[src/rtl/hazard_scoreboard_if.sv]
// Hazard-unit bundle between the ID stage and the scoreboard: decoded ID-stage
// operands and pipeline controls in, stall/status out.
interface hazard_scoreboard_if #(
  parameter int NUM_REGS   = 32,
  parameter int REG_ADDR_W = $clog2(NUM_REGS),
  parameter int CNT_W      = 16
);
  logic                  id_valid;
  logic [6:0]            id_opcode;
  logic [REG_ADDR_W-1:0] id_rs1;
  logic [REG_ADDR_W-1:0] id_rs2;
  logic [REG_ADDR_W-1:0] id_rd;
  logic                  id_reg_write;
  logic                  id_mem_read;
  logic                  flush_id;
  logic                  hold;
  logic                  stall;
  logic                  stall_load_use;
  logic                  stall_branch;
  logic [NUM_REGS-1:0]   busy_mask;
  logic [CNT_W-1:0]      stall_events;

  modport master (
    output id_valid, id_opcode, id_rs1, id_rs2, id_rd, id_reg_write,
           id_mem_read, flush_id, hold,
    input  stall, stall_load_use, stall_branch, busy_mask, stall_events
  );

  modport slave (
    input  id_valid, id_opcode, id_rs1, id_rs2, id_rd, id_reg_write,
           id_mem_read, flush_id, hold,
    output stall, stall_load_use, stall_branch, busy_mask, stall_events
  );
endinterface

[src/rtl/hazard_scoreboard.sv]
// Per-register countdown scoreboard: each tracked register holds the number of
// cycles until its value is readable by the ID branch comparator.
module hazard_scoreboard #(
  parameter int NUM_REGS   = 32,
  parameter int REG_ADDR_W = $clog2(NUM_REGS),
  parameter int LOAD_LAT   = 1,
  parameter int CNT_W      = 16
) (
  input logic                clk,
  input logic                rst_n,
  hazard_scoreboard_if.slave hz
);
  localparam int SB_W = $clog2(LOAD_LAT + 2);

  // Standard RV32I major opcodes.
  localparam logic [6:0] OP_LUI   = 7'b0110111;
  localparam logic [6:0] OP_AUIPC = 7'b0010111;
  localparam logic [6:0] OP_JAL   = 7'b1101111;
  localparam logic [6:0] OP_JALR  = 7'b1100111;
  localparam logic [6:0] OP_R     = 7'b0110011;
  localparam logic [6:0] OP_B     = 7'b1100011;
  localparam logic [6:0] OP_S     = 7'b0100011;

  localparam logic [SB_W-1:0] LOAD_CNT = SB_W'(LOAD_LAT + 1);
  localparam logic [SB_W-1:0] ALU_CNT  = SB_W'(1);

  logic [SB_W-1:0]     cnt_view [NUM_REGS];
  logic [SB_W-1:0]     rs1_cnt;
  logic [SB_W-1:0]     rs2_cnt;
  logic                rs1_used;
  logic                rs2_used;
  logic                branch_use;
  logic                haz_rs1;
  logic                haz_rs2;
  logic                stall;
  logic                issue;
  logic [NUM_REGS-1:0] busy_vec;
  logic [CNT_W-1:0]    events_q;
  logic [CNT_W-1:0]    events_d;

  always_comb begin
    rs1_used   = !(hz.id_opcode == OP_LUI || hz.id_opcode == OP_AUIPC ||
                   hz.id_opcode == OP_JAL);
    rs2_used   = (hz.id_opcode == OP_R) || (hz.id_opcode == OP_B) ||
                 (hz.id_opcode == OP_S);
    branch_use = (hz.id_opcode == OP_B) || (hz.id_opcode == OP_JALR);
    rs1_cnt    = cnt_view[hz.id_rs1];
    rs2_cnt    = cnt_view[hz.id_rs2];
    // Non-branch consumers tolerate a count of 1: MEM/WB forwarding covers it.
    haz_rs1 = rs1_used && (hz.id_rs1 != '0) &&
              (branch_use ? (rs1_cnt != '0) : (rs1_cnt > ALU_CNT));
    haz_rs2 = rs2_used && (hz.id_rs2 != '0) &&
              (branch_use ? (rs2_cnt != '0) : (rs2_cnt > ALU_CNT));
    stall = hz.id_valid && !hz.flush_id && (haz_rs1 || haz_rs2);
    issue = hz.id_valid && !stall && !hz.flush_id && !hz.hold &&
            hz.id_reg_write && (hz.id_rd != '0);
  end

  for (genvar gi = 0; gi < NUM_REGS; gi++) begin : g_cnt
    if (gi == 0) begin : g_zero
      assign cnt_view[gi] = '0;
    end else begin : g_track
      logic [SB_W-1:0] cnt_q;
      logic [SB_W-1:0] cnt_d;

      // A fresh issue overrides the decrement: the later writer is authoritative.
      always_comb begin
        cnt_d = cnt_q;
        if (issue && (hz.id_rd == REG_ADDR_W'(gi))) begin
          cnt_d = hz.id_mem_read ? LOAD_CNT : ALU_CNT;
        end else if (!hz.hold && (cnt_q != '0)) begin
          cnt_d = cnt_q - SB_W'(1);
        end
      end

      always_ff @(posedge clk or negedge rst_n) begin
        if (!rst_n) begin
          cnt_q <= '0;
        end else begin
          cnt_q <= cnt_d;
        end
      end

      assign cnt_view[gi] = cnt_q;
    end
  end

  always_comb begin
    busy_vec = '0;
    for (int i = 0; i < NUM_REGS; i++) begin
      busy_vec[i] = (cnt_view[i] != '0);
    end
  end

  always_comb begin
    events_d = events_q;
    if (stall && !hz.hold && (events_q != '1)) begin
      events_d = events_q + CNT_W'(1);
    end
  end

  always_ff @(posedge clk or negedge rst_n) begin
    if (!rst_n) begin
      events_q <= '0;
    end else begin
      events_q <= events_d;
    end
  end

  assign hz.stall          = stall;
  assign hz.stall_branch   = stall && branch_use;
  assign hz.stall_load_use = stall && !branch_use;
  assign hz.busy_mask      = busy_vec;
  assign hz.stall_events   = events_q;
endmodule
[src/flat_wrapper.sv]
// flat-port wrapper written by rule: the top's interface ports become plain ports
module hazard_scoreboard_flat 
#(
  parameter int NUM_REGS   = 32,
  parameter int REG_ADDR_W = $clog2(NUM_REGS),
  parameter int LOAD_LAT   = 1,
  parameter int CNT_W      = 16
)
  (clk, rst_n, hz_id_valid, hz_id_opcode, hz_id_rs1, hz_id_rs2, hz_id_rd, hz_id_reg_write, hz_id_mem_read, hz_flush_id, hz_hold, hz_stall, hz_stall_load_use, hz_stall_branch, hz_busy_mask, hz_stall_events);
  hazard_scoreboard_if #(.NUM_REGS(NUM_REGS), .REG_ADDR_W(REG_ADDR_W), .CNT_W(CNT_W)) hz_i ();
  input logic clk;
  input logic rst_n;
  input wire logic [$bits(hz_i.id_valid)-1:0] hz_id_valid;
  input wire logic [$bits(hz_i.id_opcode)-1:0] hz_id_opcode;
  input wire logic [$bits(hz_i.id_rs1)-1:0] hz_id_rs1;
  input wire logic [$bits(hz_i.id_rs2)-1:0] hz_id_rs2;
  input wire logic [$bits(hz_i.id_rd)-1:0] hz_id_rd;
  input wire logic [$bits(hz_i.id_reg_write)-1:0] hz_id_reg_write;
  input wire logic [$bits(hz_i.id_mem_read)-1:0] hz_id_mem_read;
  input wire logic [$bits(hz_i.flush_id)-1:0] hz_flush_id;
  input wire logic [$bits(hz_i.hold)-1:0] hz_hold;
  output wire logic [$bits(hz_i.stall)-1:0] hz_stall;
  output wire logic [$bits(hz_i.stall_load_use)-1:0] hz_stall_load_use;
  output wire logic [$bits(hz_i.stall_branch)-1:0] hz_stall_branch;
  output wire logic [$bits(hz_i.busy_mask)-1:0] hz_busy_mask;
  output wire logic [$bits(hz_i.stall_events)-1:0] hz_stall_events;
  assign hz_i.id_valid = hz_id_valid;
  assign hz_i.id_opcode = hz_id_opcode;
  assign hz_i.id_rs1 = hz_id_rs1;
  assign hz_i.id_rs2 = hz_id_rs2;
  assign hz_i.id_rd = hz_id_rd;
  assign hz_i.id_reg_write = hz_id_reg_write;
  assign hz_i.id_mem_read = hz_id_mem_read;
  assign hz_i.flush_id = hz_flush_id;
  assign hz_i.hold = hz_hold;
  assign hz_stall = hz_i.stall;
  assign hz_stall_load_use = hz_i.stall_load_use;
  assign hz_stall_branch = hz_i.stall_branch;
  assign hz_busy_mask = hz_i.busy_mask;
  assign hz_stall_events = hz_i.stall_events;
  hazard_scoreboard #(.NUM_REGS(NUM_REGS), .REG_ADDR_W(REG_ADDR_W), .LOAD_LAT(LOAD_LAT), .CNT_W(CNT_W)) u_core (.clk(clk), .rst_n(rst_n), .hz(hz_i));
endmodule
[config.mk]
export PLATFORM = sky130hd
export DESIGN_NAME = hazard_scoreboard_flat
export DESIGN_NICKNAME = d
export VERILOG_FILES = /design/src/rtl/hazard_scoreboard_if.sv /design/src/rtl/hazard_scoreboard.sv /design/src/flat_wrapper.sv
export SDC_FILE = /design/constraint.sdc
export NUM_CORES = 1
export LEC_CHECK = 0
export CORE_ASPECT_RATIO = 1.2
export CORE_MARGIN = 3
export CORE_UTILIZATION = 34
export DETAILED_ROUTE_END_ITERATION = 16
export GPL_ROUTABILITY_DRIVEN = 0
export PLACE_DENSITY = 0.62
export SYNTH_ARGS = -nofsm -noshare
export SYNTH_HDL_FRONTEND = slang
export SYNTH_SLANG_ARGS = --single-unit
[constraint.sdc]
create_clock -name clk -period 4.41 [get_ports clk]
set_input_delay 0.882 -clock clk [delete_from_list [all_inputs] [get_ports clk]]
set_output_delay 0.882 -clock clk [all_outputs]
set_load 0.005 [all_outputs]
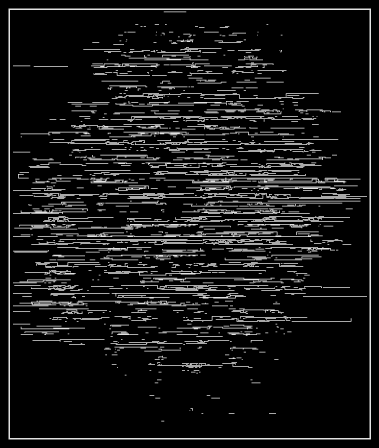
Fig. 1. Met1 routing.
share of all routed wire: 43%
wire length on this layer: 6,930 um
longest straight run: 39.1 um
vias post-DR: 4,912
met1 Use GR: 22.1%
Routed Wire Length: 16,200 um

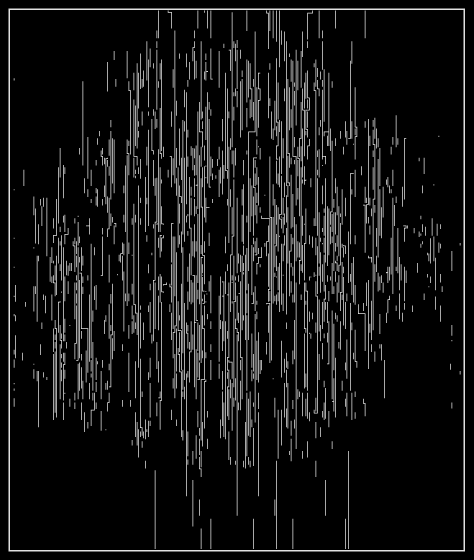
Fig. 2. Signal wires on met2.
nets with wire on the layer: 670
longest straight run: 51.0 um
wire length on this layer: 7,670 um
share of all routed wire: 47%
GR Util met2: 28.0%

==> impl_metrics.toml <==
# synthesis and place-and-route metrics
[run_status]
status = "complete, no violations"

[power_and_ir_drop]
leakage_nw = 3.43

[critical_path]
rr_startpoint = "u_core.g_cnt[22].g_track.cnt_q[1]$_DFFE_PN0P_"
crit_end = "hz_stall"
critical_path_arrival_ns = 3.38
regToRegEndpoint = "u_core.g_cnt[4].g_track.cnt_q[1]$_DFFE_PN0P_"
worstPathBufferInverterCount = 4
worstPathRequired_ns = 3.53
r2r_setup_slack_ns = 1.21
worstPathMaxFanout = 3

[timing]
setup_tns_ns = 0
slew_violations = 0
setup_viol_count_final = 0
clock_skew_ns = 0.00748
hold_viol_final = 0
slew_headroom_pct = 30.7
worstMarginPinSlew_ns = 1.04

[synthesis]
ys_sh_adder_pct = 6.68
yosysWarnings = 0
yosys.area_share.aoi_pct = 6.24
xor_area_share_pct = 6.72
syn_nets = 694
synth-edff-count = 0
synth.area.top_cells = "dfrtp_1 (33%), mux2i_1 (11%), mux4_2 (7.5%)"
netlist_area_sq_um = 6000
ys_seq_share_pct = 32.5

[cells_and_area]
nets = 787
layout-drive-gt1-share_pct = 16.3
instances_no_fill = 947

[clock_tree]
clock-sinks = 78
htreeDepth = 3
max-clock-path-buffers = 2
cts-root-buf = "clkbuf_16"
cts_tree = "built"
postCtsSetupRepairBufs = 1

[floorplanning]
fp_util_pct = 35.0
row_count = 52
die-height_um = 151
die-area_sq_um = 19300

[placed_design]
dpl.hpwl_um = 11700
dp_worst_setup_slack_ns = -0.113

[route]
first_pass_iters = 4
drt-initial-drc-count = 266
wl_met1_um = 6930

[min_path]
hp-class = "reg2reg"

[grt]
antenna_found_initial = 0
grt_pass1_wl_um = 25900

[run]
tool_warnings = 26
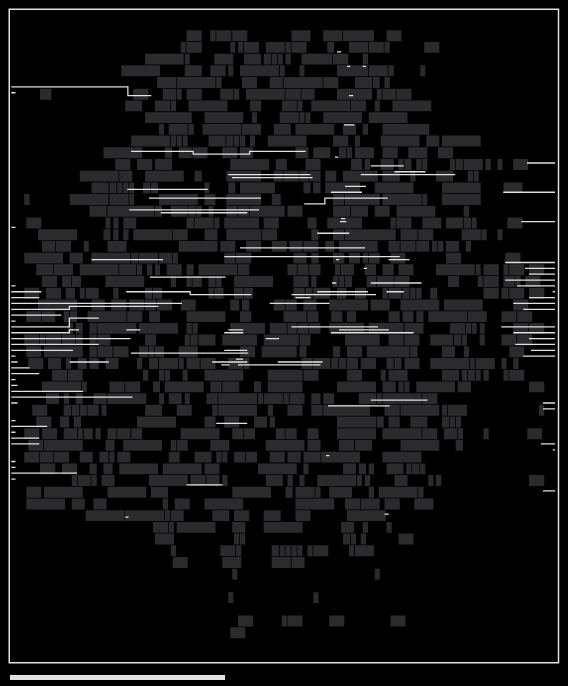
Fig. 3. The metal 3 layer.
Bar = 50 um.
main direction: horizontal
longest straight run: 40.5 um
nets with wire on the layer: 90
met3 usage: 4.38%

## worst min path at each step
stage	to	depth (start not counted)	slack (ns)	startpoint
after global routing	u_core.hz.stall_events[15]$_DFFE_PN0P_	1	0.54	u_core.hz.stall_events[15]$_DFFE_PN0P_
after CTS	u_core.hz.stall_events[6]$_DFFE_PN0P_	1	0.50	u_core.hz.stall_events[6]$_DFFE_PN0P_
after global placement	u_core.hz.stall_events[6]$_DFFE_PN0P_	1	0.48	u_core.hz.stall_events[6]$_DFFE_PN0P_
final	u_core.hz.stall_events[6]$_DFFE_PN0P_	1	0.50	u_core.hz.stall_events[6]$_DFFE_PN0P_
after floorplan	u_core.hz.stall_events[15]$_DFFE_PN0P_	1	0.48	u_core.hz.stall_events[15]$_DFFE_PN0P_
after detailed placement	u_core.hz.stall_events[6]$_DFFE_PN0P_	1	0.48	u_core.hz.stall_events[6]$_DFFE_PN0P_
## flip-flops by register name, summed over array words and instances (netlist names)
name / count
u_core.g_cnt.g_track.cnt_q: 62
u_core.hz.stall_events: 16
## logic make-up (layout without fill, tap and decap cells)
| logic type | after synthesis | in the layout |
|---|---|---|
| adder cells (fa/ha/maj) | 32 | 32 |
| other | 1 | 1 |
| XOR/XNOR | 46 | 46 |
| buffers and inverters | 129 | 227 |
| AND/OR/NAND/NOR | 171 | 171 |
| multiplexers | 117 | 117 |
| flip-flops | 78 | 78 |
| AND-OR/OR-AND | 59 | 59 |
## power by group
group          switching [mW]  internal [mW]
Combinational           0.889           1.22
Clock                   0.299          0.610
Sequential              0.400           1.04
## cell type report
cell class              instances  area (sq um)
fillers                      1687          9450
multi-input cells             426          3570
flip-flops and latches         78          1950
repair buffers                112          1130
inverters                      99           372
well taps                     216           270
clock buffers                  10           229
clock inverters                 6           134
Power is estimated from default activity; no workload was simulated.
